==> config.mk <==
export PLATFORM = sky130hd
export DESIGN_NAME = spi_boot_loader
export DESIGN_NICKNAME = d
export VERILOG_FILES = /design/src/rtl/spi_boot_pkg.sv /design/src/rtl/spi_boot_sync.sv /design/src/rtl/spi_boot_loader.sv
export SDC_FILE = /design/constraint.sdc
export NUM_CORES = 1
export LEC_CHECK = 0
export ABC_AREA = 1
export CAP_MARGIN = 20
export CORE_MARGIN = 2
export CORE_UTILIZATION = 60
export CTS_CLUSTER_SIZE = 12
export DETAILED_ROUTE_END_ITERATION = 8
export GPL_TIMING_DRIVEN = 0
export PLACE_DENSITY = 0.79
export SETUP_SLACK_MARGIN = 0.2
export SYNTH_ARGS = -nofsm -noshare
export SYNTH_HDL_FRONTEND = slang
export SYNTH_SLANG_ARGS = --single-unit
==> constraint.sdc <==
create_clock -name clk100 -period 7.25 [get_ports clk100]
set_input_delay 1.8125 -clock clk100 [delete_from_list [all_inputs] [get_ports clk100]]
set_output_delay 1.8125 -clock clk100 [all_outputs]
set_load 0.02 [all_outputs]
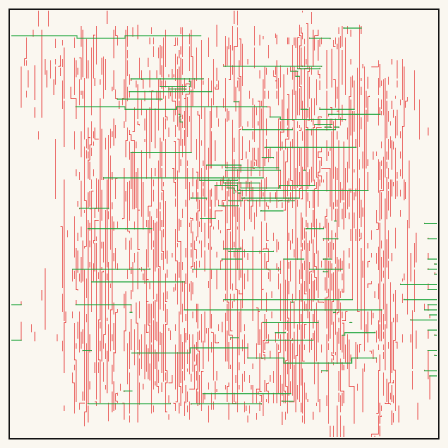
Fig. 1. Wiring by layer.
Two of the layers only.
metal 2: in red, wire length 8040 um. metal 3: in green, wire length 1050 um.
Total Wirelength: 17.5 mm
GRT Total Usage: 29.0%
via count: 6067
post-DR wirelength/cell: 15.8 um

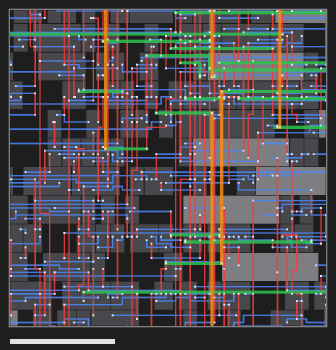
Fig. 2. Layout detail.
Bar = 10 um. Window x 42 to 72, y 42 to 72 um. Cells in gray, sequential cells in the stronger gray; small squares are vias.
metal 4: in orange. metal 3: in green. metal 1: in blue. metal 2: in red.
Most frequent: nand2_1 (28), ha_1 (11). Sequential cells in the window: 5. 90 logic cells have their middle in the window.

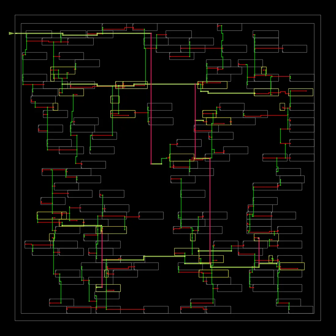
Fig. 3. Clock routing.
clk latency late pin: 420 ps
flip-flops: 132
CTS Buf Count: 17

==> impl_metrics.yaml <==
# synthesis and place-and-route metrics
place:
  routabilityCongestion: 0.940
  dp_cells: 1076
  placed_area_mm2: 0.00791
  port-buffer-count: 34
  pre_cts_ws_ps: 4080
  place_hpwl_mm: 12.9
power:
  pwr-share-clk_pct: 28.0
  p_sw_mw: 1.10
  pwr-share-seq_pct: 34.3
  swShare_pct: 39.7
  finalPower_mw: 2.78
  leakagePower_nw: 4.20
  power.share.combinational_pct: 37.7
  p_int_mw: 1.68
  pg_seq_mw: 0.955
  ir_worst_vdd_mv: 0.280
sta:
  worstMarginPinSlew_ps: 626
  clock_skew_ps: 6.36
  fin_ws_ps: 3880
  finalSetupTns_ps: 0
  finalSetupViolCount: 0
  rsz0062_at_grt: "false"
  hold_ws_ps: 355
  max_freq_mhz: 297
  maxSlewViolCount: 0
  finalCriticalPeriod_ps: 3370
  post-route-period-util_pct: 46.5
layout:
  mostFrequentLayoutCells: "nand2_1 (246), dfrtp_1 (122), inv_1 (121)"
  comb_area_share_pct: 40.4
  n_clock_buffer: 21
  layout.area.comb_mm2: 0.00341
  synthToLayoutAreaGrowth_pct: 14.9
  fill_cells: 935
  mostFrequentLayoutCell: "nand2_1"
  buffers: 58
synthesis:
  ys.flop_type: "dfrtp_1"
  ys_sh_aoi_pct: 12.5
  ys_seq_share_pct: 45.1
  topCombFamilyByArea: "simple AND/OR/NAND/NOR gates"
  mux_share_pct: 0.153
  ys_cells: 894
  edf_count: 0
  yosys_area_mm2: 0.00735
  synth_top_area_share_pct: 41.5
  synth_area_mm2: 0.00735
  synth-adder-area-share_pct: 9.87
  yosys.area_share.simple_pct: 22.0
  yosysWarnings: 0
critical_path:
  r2r_cells: 21
  critPathMaxStageDelay_ps: 620
  cp_top_family: "buffers and inverters"
  critPathLaunchType: "flop"
  worstPathRequired_ps: 5440
  crit_slowest_cell: "clkdlybuf4s50_1"
  cp.buffers_inverters: 1
  rrSetupSlack_ps: 4000
  worstSetupPathType: "reg2out"
detailed_routing:
  vias_per_cell: 5.48
  wl_met2_mm: 8.04
  first_iter_violations: 448
  top_layer: "met4"
  wl_met3_mm: 1.05
  final_antenna_net_count: 0
  drc_errors: 0
floorplan:
  num_rows: 40
  die_height_um: 115
  fp.coreArea_mm2: 0.0120
  fp_util_pct: 61.4
clock_network:
  clk_pin_slew_ps: 50
  cts_sinks: 132
  cts_resized: 0
  post-cts-setup-buffer-count: 0
global_route:
  first_global_vias: 5757
  grt_pass1_wl_mm: 28.8
  gr-usage-met1_pct: 39.6
  grt.overflow.total: 0
status:
  status: "finished, final reports clean"
hold_path:
  hold_class: "reg2reg"
  hold_depth: 0
flow_run:
  warnings: 30
No activity file was given, so power comes from the tool's default toggle rates.
